--- src/rtl/cpu0_pkg.sv ---
// Shared definitions for the cpu0 issue path: instruction width, opcodes, scheduler states.
package cpu0_pkg;

    localparam int INSTR_W = 16;

    localparam logic [3:0] OP_NOP  = 4'h0;
    localparam logic [3:0] OP_HALT = 4'hF;

    typedef enum logic [1:0] {
        IDLE   = 2'd0,
        RUN    = 2'd1,
        HALTED = 2'd2
    } state_e;

endpackage

--- src/rtl/cpu0_issue_sched_if.sv ---
// Request/issue bundle between the two instruction sources, the scheduler and the core.
interface cpu0_issue_sched_if #(
    parameter int DEPTH = 4,
    parameter int CNT_W = 16
);
    import cpu0_pkg::*;

    logic [INSTR_W-1:0]       m_instr_i;
    logic                     m_valid_i;
    logic                     m_ready_o;
    logic [INSTR_W-1:0]       d_instr_i;
    logic                     d_valid_i;
    logic                     d_ready_o;
    logic                     flush_i;
    logic [INSTR_W-1:0]       instruction_o;
    logic                     instr_valid_o;
    logic                     halted_o;
    logic [$clog2(DEPTH):0]   fifo_cnt_o;
    logic [CNT_W-1:0]         issue_cnt_o;

    modport master (
        output m_instr_i, m_valid_i, d_instr_i, d_valid_i, flush_i,
        input  m_ready_o, d_ready_o, instruction_o, instr_valid_o,
               halted_o, fifo_cnt_o, issue_cnt_o
    );

    modport slave (
        input  m_instr_i, m_valid_i, d_instr_i, d_valid_i, flush_i,
        output m_ready_o, d_ready_o, instruction_o, instr_valid_o,
               halted_o, fifo_cnt_o, issue_cnt_o
    );

endinterface

--- src/rtl/cpu0_sync_fifo.sv ---
// Single-clock FIFO with registered occupancy; storage is deliberately left unreset.
module cpu0_sync_fifo #(
    parameter int WIDTH = 16,
    parameter int DEPTH = 4
) (
    input  logic                   clk,
    input  logic                   rst,
    input  logic                   push,
    input  logic                   pop,
    input  logic                   flush,
    input  logic [WIDTH-1:0]       wdata,
    output logic [WIDTH-1:0]       head,
    output logic [$clog2(DEPTH):0] count
);

    localparam int AW = $clog2(DEPTH);
    localparam int CW = AW + 1;

    logic [WIDTH-1:0] mem [DEPTH];
    logic [AW-1:0]    wptr;
    logic [AW-1:0]    rptr;

    always_ff @(posedge clk) begin
        if (push) mem[wptr] <= wdata;
    end

    // Pointers wrap naturally because DEPTH is a power of two.
    always_ff @(posedge clk or posedge rst) begin
        if (rst) begin
            wptr  <= '0;
            rptr  <= '0;
            count <= '0;
        end else if (flush) begin
            wptr  <= '0;
            rptr  <= '0;
            count <= '0;
        end else begin
            if (push) wptr <= wptr + AW'(1);
            if (pop)  rptr <= rptr + AW'(1);
            case ({push, pop})
                2'b10:   count <= count + CW'(1);
                2'b01:   count <= count - CW'(1);
                default: ;
            endcase
        end
    end

    assign head = mem[rptr];

endmodule

--- src/rtl/cpu0_issue_sched.sv ---
// Round-robin main/debug arbiter feeding a FIFO that issues one instruction per cycle until HALT.
module cpu0_issue_sched
    import cpu0_pkg::*;
#(
    parameter int DEPTH = 4,
    parameter int CNT_W = 16
) (
    input  logic               clk,
    input  logic               pon_rst_i,
    cpu0_issue_sched_if.slave  bus
);

    localparam int CW = $clog2(DEPTH) + 1;

    state_e              state, nxt_state;
    logic                rr_ptr;
    logic                can_grant, grant_m, grant_d, push, pop, halt_pop;
    logic [INSTR_W-1:0]  wdata, head;
    logic [CW-1:0]       cnt;
    logic [INSTR_W-1:0]  instruction;
    logic                instr_valid, halted;
    logic [CNT_W-1:0]    issue_cnt;

    // rr_ptr==0 favours main; the loser only wins when the favoured port is idle.
    assign can_grant = (cnt < CW'(DEPTH)) && (state != HALTED) && !bus.flush_i;
    assign grant_m   = can_grant && bus.m_valid_i && (!rr_ptr || !bus.d_valid_i);
    assign grant_d   = can_grant && bus.d_valid_i && ( rr_ptr || !bus.m_valid_i);
    assign push      = grant_m || grant_d;
    assign wdata     = grant_m ? bus.m_instr_i : bus.d_instr_i;
    assign pop       = (state == RUN) && !bus.flush_i;
    assign halt_pop  = pop && (head[15:12] == OP_HALT);

    // Once halted the queue is frozen, so flush must not reach the FIFO either.
    cpu0_sync_fifo #(.WIDTH(INSTR_W), .DEPTH(DEPTH)) u_fifo (
        .clk   (clk),
        .rst   (pon_rst_i),
        .push  (push),
        .pop   (pop),
        .flush (bus.flush_i && (state != HALTED)),
        .wdata (wdata),
        .head  (head),
        .count (cnt)
    );

    always_comb begin
        nxt_state = state;
        unique case (state)
            IDLE:    if (push) nxt_state = RUN;
            RUN: begin
                if (halt_pop)                             nxt_state = HALTED;
                else if (pop && !push && cnt == CW'(1))   nxt_state = IDLE;
            end
            HALTED:  nxt_state = HALTED;
            default: nxt_state = IDLE;
        endcase
        if (bus.flush_i && state != HALTED) nxt_state = IDLE;
    end

    always_ff @(posedge clk or posedge pon_rst_i) begin
        if (pon_rst_i) begin
            state       <= IDLE;
            rr_ptr      <= 1'b0;
            instruction <= '0;
            instr_valid <= 1'b0;
            halted      <= 1'b0;
            issue_cnt   <= '0;
        end else begin
            state       <= nxt_state;
            instr_valid <= pop;
            if (pop) begin
                instruction <= head;
                issue_cnt   <= issue_cnt + CNT_W'(1);
            end
            if (nxt_state == HALTED) halted <= 1'b1;
            if (grant_m)      rr_ptr <= 1'b1;
            else if (grant_d) rr_ptr <= 1'b0;
        end
    end

    assign bus.m_ready_o     = grant_m;
    assign bus.d_ready_o     = grant_d;
    assign bus.instruction_o = instruction;
    assign bus.instr_valid_o = instr_valid;
    assign bus.halted_o      = halted;
    assign bus.fifo_cnt_o    = cnt;
    assign bus.issue_cnt_o   = issue_cnt;

endmodule
--- src/flat_wrapper.sv ---
// flat-port wrapper written by rule: the top's interface ports become plain ports
module cpu0_issue_sched_flat import cpu0_pkg::*;
#(
    parameter int DEPTH = 4,
    parameter int CNT_W = 16
)
  (clk, pon_rst_i, bus_m_instr_i, bus_m_valid_i, bus_d_instr_i, bus_d_valid_i, bus_flush_i, bus_m_ready_o, bus_d_ready_o, bus_instruction_o, bus_instr_valid_o, bus_halted_o, bus_fifo_cnt_o, bus_issue_cnt_o);
  cpu0_issue_sched_if #(.DEPTH(DEPTH), .CNT_W(CNT_W)) bus_i ();
  input  logic clk;
  input  logic pon_rst_i;
  input wire logic [$bits(bus_i.m_instr_i)-1:0] bus_m_instr_i;
  input wire logic [$bits(bus_i.m_valid_i)-1:0] bus_m_valid_i;
  input wire logic [$bits(bus_i.d_instr_i)-1:0] bus_d_instr_i;
  input wire logic [$bits(bus_i.d_valid_i)-1:0] bus_d_valid_i;
  input wire logic [$bits(bus_i.flush_i)-1:0] bus_flush_i;
  output wire logic [$bits(bus_i.m_ready_o)-1:0] bus_m_ready_o;
  output wire logic [$bits(bus_i.d_ready_o)-1:0] bus_d_ready_o;
  output wire logic [$bits(bus_i.instruction_o)-1:0] bus_instruction_o;
  output wire logic [$bits(bus_i.instr_valid_o)-1:0] bus_instr_valid_o;
  output wire logic [$bits(bus_i.halted_o)-1:0] bus_halted_o;
  output wire logic [$bits(bus_i.fifo_cnt_o)-1:0] bus_fifo_cnt_o;
  output wire logic [$bits(bus_i.issue_cnt_o)-1:0] bus_issue_cnt_o;
  assign bus_i.m_instr_i = bus_m_instr_i;
  assign bus_i.m_valid_i = bus_m_valid_i;
  assign bus_i.d_instr_i = bus_d_instr_i;
  assign bus_i.d_valid_i = bus_d_valid_i;
  assign bus_i.flush_i = bus_flush_i;
  assign bus_m_ready_o = bus_i.m_ready_o;
  assign bus_d_ready_o = bus_i.d_ready_o;
  assign bus_instruction_o = bus_i.instruction_o;
  assign bus_instr_valid_o = bus_i.instr_valid_o;
  assign bus_halted_o = bus_i.halted_o;
  assign bus_fifo_cnt_o = bus_i.fifo_cnt_o;
  assign bus_issue_cnt_o = bus_i.issue_cnt_o;
  cpu0_issue_sched #(.DEPTH(DEPTH), .CNT_W(CNT_W)) u_core (.clk(clk), .pon_rst_i(pon_rst_i), .bus(bus_i));
endmodule
--- config.mk ---
export PLATFORM = sky130hd
export DESIGN_NAME = cpu0_issue_sched_flat
export DESIGN_NICKNAME = d
export VERILOG_FILES = /design/src/rtl/cpu0_pkg.sv /design/src/rtl/cpu0_issue_sched_if.sv /design/src/rtl/cpu0_sync_fifo.sv /design/src/rtl/cpu0_issue_sched.sv /design/src/flat_wrapper.sv
export SDC_FILE = /design/constraint.sdc
export NUM_CORES = 1
export LEC_CHECK = 0
export ABC_CLOCK_PERIOD_IN_PS = 1800
export CAP_MARGIN = 20
export CORE_MARGIN = 5
export CORE_UTILIZATION = 30
export CTS_BUF_LIST = sky130_fd_sc_hd__clkbuf_16
export DETAILED_ROUTE_END_ITERATION = 8
export PLACE_DENSITY = 0.6
export REMOVE_ABC_BUFFERS = 1
export SYNTH_ARGS = -nofsm -noshare
export SYNTH_HDL_FRONTEND = slang
export SYNTH_SLANG_ARGS = --single-unit
--- constraint.sdc ---
create_clock -name clk -period 1.8 [get_ports clk]
set_input_delay 0.36 -clock clk [delete_from_list [all_inputs] [get_ports clk]]
set_output_delay 0.36 -clock clk [all_outputs]
set_load 0.01 [all_outputs]
==> results.cfg <==
; generated from flow reports
[cells_and_area]
largest_reg_flops = 64
final_cell_mix = clkdlybuf4s50_1 (71), nand2_1 (64), edfxtp_1 (64), dfrtp_1 (43), buf_4 (23)
diodes = 0
fin_nets = 452
area_growth_syn_to_layout_pct = 34.9
drive_above_1_share = 0.235
lay_top_count = clkdlybuf4s50_1
final_cells = 600

[final_timing]
period_used_share = 0.975
fin_crit_ns = 1.75
hold_slack_ns = 0.370
setup_viol = 0
max_slew_margin = 0.811
fmax_mhz = 570
report.final.slew_viol_count = 0
setup_tns_ns = 0
worst_slew_pin_slew_ns = 0.284
finalHoldViolations = 0

[synthesis]
ys_cells = 304
synth.area.mux_share = 0.126
avgSynthCellArea_um2 = 14.9
synth-xor-area-share = 0.0367
async_flop_share = 0.407
ys_sh_adder = 0.0221
ys_seq_frac = 0.667
yosysChipArea_um2 = 4530
edf_count = 64
flop_cell = edfxtp_1
common_cells = edfxtp_1 (64), nand2_1 (64), dfrtp_1 (44)
ys_types = 37
ys_sh_simple = 0.114
synthesis.instances = 304
yosys.area.top_type_share = 0.424
compound_area_frac = 0.0124
ys_warn_count = 0
syn_area_um2 = 4530
synth_top_cell_by_area = edfxtp_1

[global_routing]
grtUsageTotal = 0.115
overflow = 0
grt_pass1_vias = 2859
grt_max_degree = 45
antenna_found_initial = 0

[pwr]
sw_frac_of_total = 0.291
power_frac_seq = 0.436
p_comb_uw = 2550
combinationalPowerShare = 0.320
irDropWorstVdd_mv = 0.528
p_per_area_nw_per_um2 = 1310
p_leak_uw = 0.00240
p_switching_uw = 2320
p_clk_uw = 1950
pg_seq_uw = 3480
power_leader = sequential cells
intPower_uw = 5660

[setup_path]
cpLargestDelayFamily = buffers and inverters
r2r-start = u_core.state[0]$_DFF_PP0_
r2r_end = u_core.u_fifo.mem[1][14]$_DFFE_PP_
cp-start-kind = register
end_kind = output port
path_depth = 1
ff2ff_setup_slack_ns = 0.07
path_max_fanout = 4
cpMaxStageDelayCell = clkdlybuf4s50_1
startpoint = u_core.bus.issue_cnt_o[3]$_DFFE_PP0P_
reg2reg_depth = 5
cp_data_arrival_time_ns = 1.39
path_cells = clkdlybuf4s50_1

[floorplan]
io_pins = 76
core_area_um2 = 15000
rows = 45
fp-utilization = 0.301
fp.dieH_um = 133

[routing]
drc = 0
num_vias = 2673
drt_pass1_iterations = 4
avgViaCountPerCell = 4.46
finalWirelength_um = 9630
drtIter0Drc = 95
met1Wirelength_um = 4230

[hold_path]
hp-class = in -> async

[placed_design]
dp_hpwl_um = 6650
gp_congestion = 0.759
placed_cells = 583
place_area_um2 = 5740
io_buffer_count = 75

[outcome]
status = finished clean

[clocking]
cts-resized-gates = 17
worstSkewPairLatency_ns = 0.35
post_cts_buffers = 1
htree_num_levels = 3
cts_tree = done
clock_path_buffers = 2
clockRootBuffer = clkbuf_16

[job]
max_cap_viol_count = 0
==> area by class of cell <==
class / instances / area [um2]
clock buffers: 9 / 225
clock inverters: 7 / 66.3
fillers: 1400 / 8920
inverters: 8 / 35.0
multi-input cells: 176 / 1470
flip-flops and latches: 108 / 3020
well taps: 188 / 235
repair buffers: 104 / 1050
==> metrics by stage <==
step,setup WS (ns),util
after global placement,-0.428,0.382
after CTS,-0.0262,0.404
after detailed placement,-0.457,0.382
final,0.0455,0.406
after global routing,-0.0137,0.406
after floorplan,-0.362,-
==> metal layers <==
metal,GRT usage,vias to the layer above
li1,-,1285
met1,0.141,1311
met2,0.191,69
met3,0.0437,8
met4,0.0277,0
met5,0,-
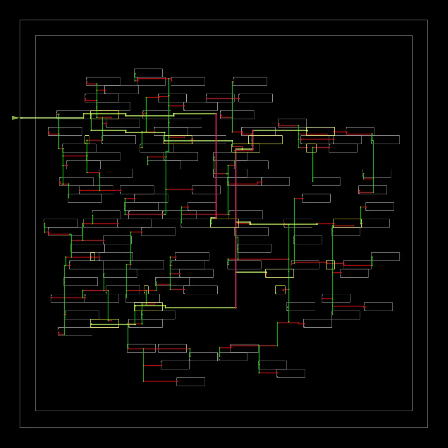
**Above:** clock wiring as the flow saved it.
clk_buf instances: 9
clk_skew: 0.00541 ns
registers: 108
Clock Sinks: 108
CTS Buf Count: 9

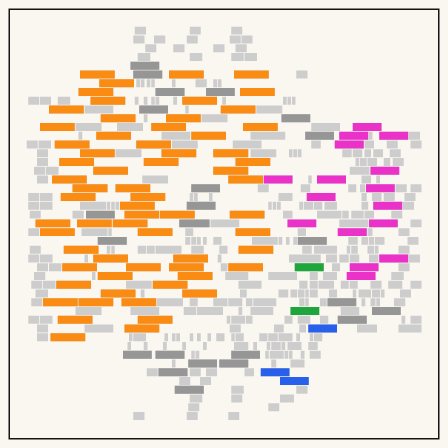
**Above:** register map, names as in the netlist.
Other sequential cells in the stronger gray, the rest of the logic in the fainter gray.
orange -> u_core.u_fifo.mem  # flops 64
magenta -> u_core.bus.issue_cnt_o  # flops 16, where middle right
blue -> u_core.u_fifo.count  # flops 3
green -> u_core.state  # flops 2
not colored = 23

